`src/rtl/id_ex_shift_reg.sv`:
```
// ID/EX pipeline register for shift instructions: captures decoded fields, forwards rs/rt from
// EX/MEM and MEM/WB, and selects the shift amount for the EX-stage barrel shifter.
module id_ex_shift_reg #(
    parameter int DATA_W  = 32,
    parameter int SHAMT_W = 5
) (
    input  logic               clk,
    input  logic               reset,
    input  logic               stall,
    input  logic               flush,
    input  logic               id_valid,
    input  logic [4:0]         id_rs_addr,
    input  logic [4:0]         id_rt_addr,
    input  logic [4:0]         id_rd_addr,
    input  logic [DATA_W-1:0]  id_rs_data,
    input  logic [DATA_W-1:0]  id_rt_data,
    input  logic [SHAMT_W-1:0] id_shamt,
    input  logic               id_shift_var,
    input  logic [1:0]         id_shift_ft,
    input  logic               id_reg_write,
    input  logic               exmem_reg_write,
    input  logic [4:0]         exmem_rd_addr,
    input  logic [DATA_W-1:0]  exmem_result,
    input  logic               memwb_reg_write,
    input  logic [4:0]         memwb_rd_addr,
    input  logic [DATA_W-1:0]  memwb_result,
    output logic               ex_valid,
    output logic [SHAMT_W-1:0] ex_shift_a,
    output logic [DATA_W-1:0]  ex_shift_b,
    output logic [1:0]         ex_shift_ft,
    output logic [DATA_W-1:0]  ex_rs_fwd,
    output logic [4:0]         ex_rd_addr,
    output logic               ex_reg_write,
    output logic               ex_ft_illegal
);

    localparam logic [1:0] FT_SLL     = 2'b00;
    localparam logic [1:0] FT_ILLEGAL = 2'b10;

    logic               valid_q,      valid_d;
    logic [4:0]         rs_addr_q,    rs_addr_d;
    logic [4:0]         rt_addr_q,    rt_addr_d;
    logic [4:0]         rd_addr_q,    rd_addr_d;
    logic [DATA_W-1:0]  rs_data_q,    rs_data_d;
    logic [DATA_W-1:0]  rt_data_q,    rt_data_d;
    logic [SHAMT_W-1:0] shamt_q,      shamt_d;
    logic               shift_var_q,  shift_var_d;
    logic [1:0]         ft_q,         ft_d;
    logic               ft_illegal_q, ft_illegal_d;
    logic               reg_write_q,  reg_write_d;

    logic [DATA_W-1:0]  fwd_rs;
    logic [DATA_W-1:0]  fwd_rt;

    // EX/MEM is the younger producer, so it wins over MEM/WB; r0 is hardwired and never forwarded.
    function automatic logic [DATA_W-1:0] forward(input logic [4:0]        addr,
                                                  input logic [DATA_W-1:0] reg_data);
        if (exmem_reg_write && exmem_rd_addr == addr && addr != 5'd0) begin
            return exmem_result;
        end else if (memwb_reg_write && memwb_rd_addr == addr && addr != 5'd0) begin
            return memwb_result;
        end
        return reg_data;
    endfunction

    always_comb begin
        fwd_rs = forward(rs_addr_q, rs_data_q);
        fwd_rt = forward(rt_addr_q, rt_data_q);
    end

    always_comb begin
        // NOTE: every _d gets a default before any branch, otherwise the unassigned paths infer latches.
        valid_d      = valid_q;
        rs_addr_d    = rs_addr_q;
        rt_addr_d    = rt_addr_q;
        rd_addr_d    = rd_addr_q;
        rs_data_d    = rs_data_q;
        rt_data_d    = rt_data_q;
        shamt_d      = shamt_q;
        shift_var_d  = shift_var_q;
        ft_d         = ft_q;
        ft_illegal_d = ft_illegal_q;
        reg_write_d  = reg_write_q;

        if (flush) begin
            valid_d      = 1'b0;
            reg_write_d  = 1'b0;
            ft_illegal_d = 1'b0;
        end else if (stall) begin
            // Refresh held operands so a producer retiring from MEM/WB mid-stall is not lost.
            rs_data_d = fwd_rs;
            rt_data_d = fwd_rt;
        end else begin
            valid_d      = id_valid;
            rs_addr_d    = id_rs_addr;
            rt_addr_d    = id_rt_addr;
            rd_addr_d    = id_rd_addr;
            rs_data_d    = id_rs_data;
            rt_data_d    = id_rt_data;
            shamt_d      = id_shamt;
            shift_var_d  = id_shift_var;
            reg_write_d  = id_reg_write;
            ft_d         = (id_shift_ft == FT_ILLEGAL) ? FT_SLL : id_shift_ft;
            ft_illegal_d = id_valid && (id_shift_ft == FT_ILLEGAL);
        end
    end

    // NOTE: sequential state uses non-blocking assignments so every register samples pre-edge values.
    always_ff @(posedge clk) begin
        if (reset) begin
            valid_q      <= 1'b0;
            rs_addr_q    <= '0;
            rt_addr_q    <= '0;
            rd_addr_q    <= '0;
            rs_data_q    <= '0;
            rt_data_q    <= '0;
            shamt_q      <= '0;
            shift_var_q  <= 1'b0;
            ft_q         <= FT_SLL;
            ft_illegal_q <= 1'b0;
            reg_write_q  <= 1'b0;
        end else begin
            valid_q      <= valid_d;
            rs_addr_q    <= rs_addr_d;
            rt_addr_q    <= rt_addr_d;
            rd_addr_q    <= rd_addr_d;
            rs_data_q    <= rs_data_d;
            rt_data_q    <= rt_data_d;
            shamt_q      <= shamt_d;
            shift_var_q  <= shift_var_d;
            ft_q         <= ft_d;
            ft_illegal_q <= ft_illegal_d;
            reg_write_q  <= reg_write_d;
        end
    end

    always_comb begin
        ex_valid      = valid_q;
        ex_shift_a    = shift_var_q ? fwd_rs[SHAMT_W-1:0] : shamt_q;
        ex_shift_b    = fwd_rt;
        ex_shift_ft   = ft_q;
        ex_rs_fwd     = fwd_rs;
        ex_rd_addr    = rd_addr_q;
        ex_reg_write  = reg_write_q && valid_q;
        ex_ft_illegal = ft_illegal_q;
    end

endmodule
```
`config.mk`:
```
export PLATFORM = sky130hd
export DESIGN_NAME = id_ex_shift_reg
export DESIGN_NICKNAME = d
export VERILOG_FILES = /design/src/rtl/id_ex_shift_reg.sv
export SDC_FILE = /design/constraint.sdc
export NUM_CORES = 1
export LEC_CHECK = 0
export CORE_MARGIN = 2
export CORE_UTILIZATION = 35
export CTS_CLUSTER_DIAMETER = 200
export DETAILED_ROUTE_END_ITERATION = 8
export GPL_TIMING_DRIVEN = 0
export PLACE_DENSITY_LB_ADDON = 0.25
export SLEW_MARGIN = 20
export SYNTH_ARGS = -nofsm -noshare
export SYNTH_HDL_FRONTEND = slang
export SYNTH_SLANG_ARGS = --single-unit
```
`constraint.sdc`:
```
create_clock -name clk -period 7.2 [get_ports clk]
set_input_delay 1.8 -clock clk [delete_from_list [all_inputs] [get_ports clk]]
set_output_delay 1.8 -clock clk [all_outputs]
set_load 0.01 [all_outputs]
```
==> Changelog: implementation <==
## Implementation

- DR vias/cell: 5.76
- Post-Synth AOI/OAI Area: 35.5%
- FFs w/ async S/R, synth: 0%
- Non-clk bufs: 339
- Util after Layout: 52.8%
- Fin. max-slew vios: 0
- WP buf/inv: 3
- DR WL met2: 12.7 mm
- Cell area power density: 163 nW/µm²
- Core Rows: 49
- Hold endpoint: shamt_q[1]$_SDFFE_PP0P_
- IO Count: 248
- Multi-input logic portion of the cell area: 39.6%
- H-tree depth: 3
- Die H: 139 µm
- Most frequent cells after synthesis: 101 x inv_1, 98 x a21oi_1, 90 x and3_1, 90 x dfxtp_1, 73 x clkbuf_1
- Chip area: 19200 µm²
- Largest net degree at the start of global routing: 15
- Vias in the first global route: 7631
- Total gr overflow: 0
- Syn_nets: 1019
- Largest logic family: AND-OR/OR-AND gates
- Setup violators final: 0
- Init Core Util: 35.5%
- TritonCTS clock tree: yes
- Crit-path leading delay family: buffers and inverters
- NumNets Final: 1275
- Flops after synth: 90
- Setup crit start kind: input pin
- CTS clk-pin slew, worst paths: 0.07 ns
- Top layer in use: met4
- Dpl cell area: 9070 µm²
- Hold depth: 2
- Combinational Area: 3730 µm²
- Fin Setup TNS: 0 ns
- Top pwr grp: clock
- Min-delay src: shamt_q[1]$_SDFFE_PP0P_
- Fraction of area in non-clock buffers: 30.5%
- Final ANT Viol Nets: 0
- CTS resizes: 0
- Synth Seq Share: 28.4%
- Fmax: 155 MHz
- Number of logic gates: 565
- Clk pwr share: 37.4%
- Met1 usage: 35.2%
- Worst Setup SP: exmem_rd_addr[3]
- Cell Count, Final, Fillers Out: 1340
- YS chip area: 6330 µm²
- DRC Markers: 0
- CP Data Arrival Time: 4.65 ns
- Antenna violations before repair: 0
- Top cell type by total area after synthesis: dfxtp_1
- Critical-path top delay cell: nor4_4
- Largest class: multi-input combinational cells
- Syn-to-layout area delta: 48.8%
- Dominant cell area share: 28.4%
- Synthesized instance count: 850
- Register area: 1800 µm²
- Root buf cell: clkbuf_16
- Max_slew headroom: 51.7%
- Status: finished, final reports clean
- Most frequent logic cells in the routed design: 245 x clkdlybuf4s50_1, 101 x inv_1, 98 x a21oi_1, 90 x and3_1, 90 x dfxtp_1
- Crit-path cells: clkdlybuf4s50_1 > xor2_1 > nor4_4 > clkbuf_1 > nand3_1 > o31a_1 > mux2_2 > clkdlybuf4s50_1
- WL/cell: 20.2 µm
- R2r setup slk: 4.68 ns
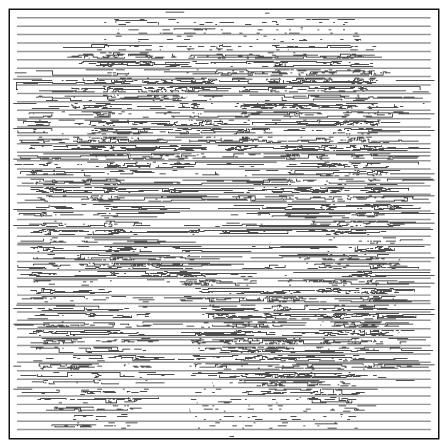
*Met1 routing*
Supply wires on this layer in gray.
- share of all routed wire: 42%
- nets with wire on the layer: 1143
- longest straight run: 37.7 µm
- main direction: horizontal

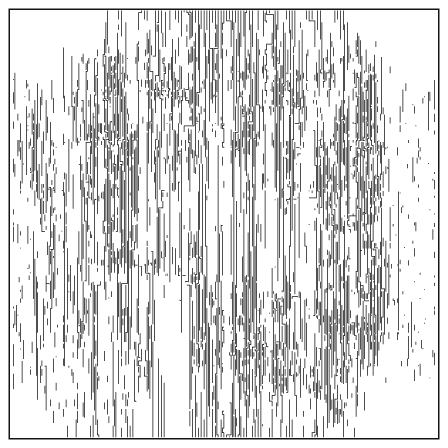
*Signal wires on met2*
- nets with wire on the layer: 1099
- longest straight run: 72.4 µm
- share of all routed wire: 47%
- main direction: vertical
DR vias: 7724
Post-Route WL: 27.1 mm
met2 usage: 46.0%

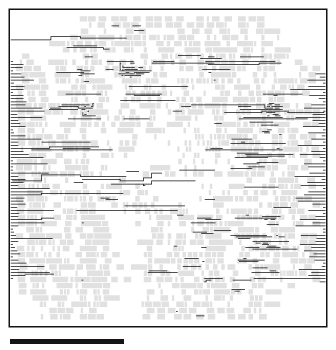
*M3 wires*
The bar under the picture is 50 µm long. Cells faint in the background.
- share of all routed wire: 9.1%
- main direction: horizontal
- nets with wire on the layer: 242
- wire length on this layer: 2470 µm
GR Util met3: 5.37%

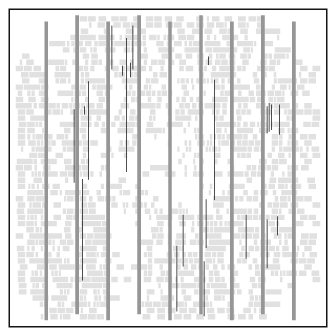
*Signal wires on met4*
Supply wires on this layer in gray. Cells faint in the background.
- share of all routed wire: 1.8%
- wire length on this layer: 477 µm
- main direction: vertical
- longest straight run: 58.5 µm
- nets with wire on the layer: 19

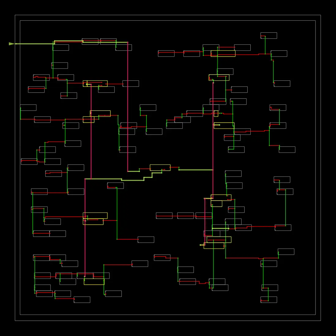
*Clock routing*
CTS buffer count: 9
clock buffers: 11
CTS sink cnt: 90
Worst Clk Skew: 0.00564 ns

Power is estimated from default activity; no workload was simulated.
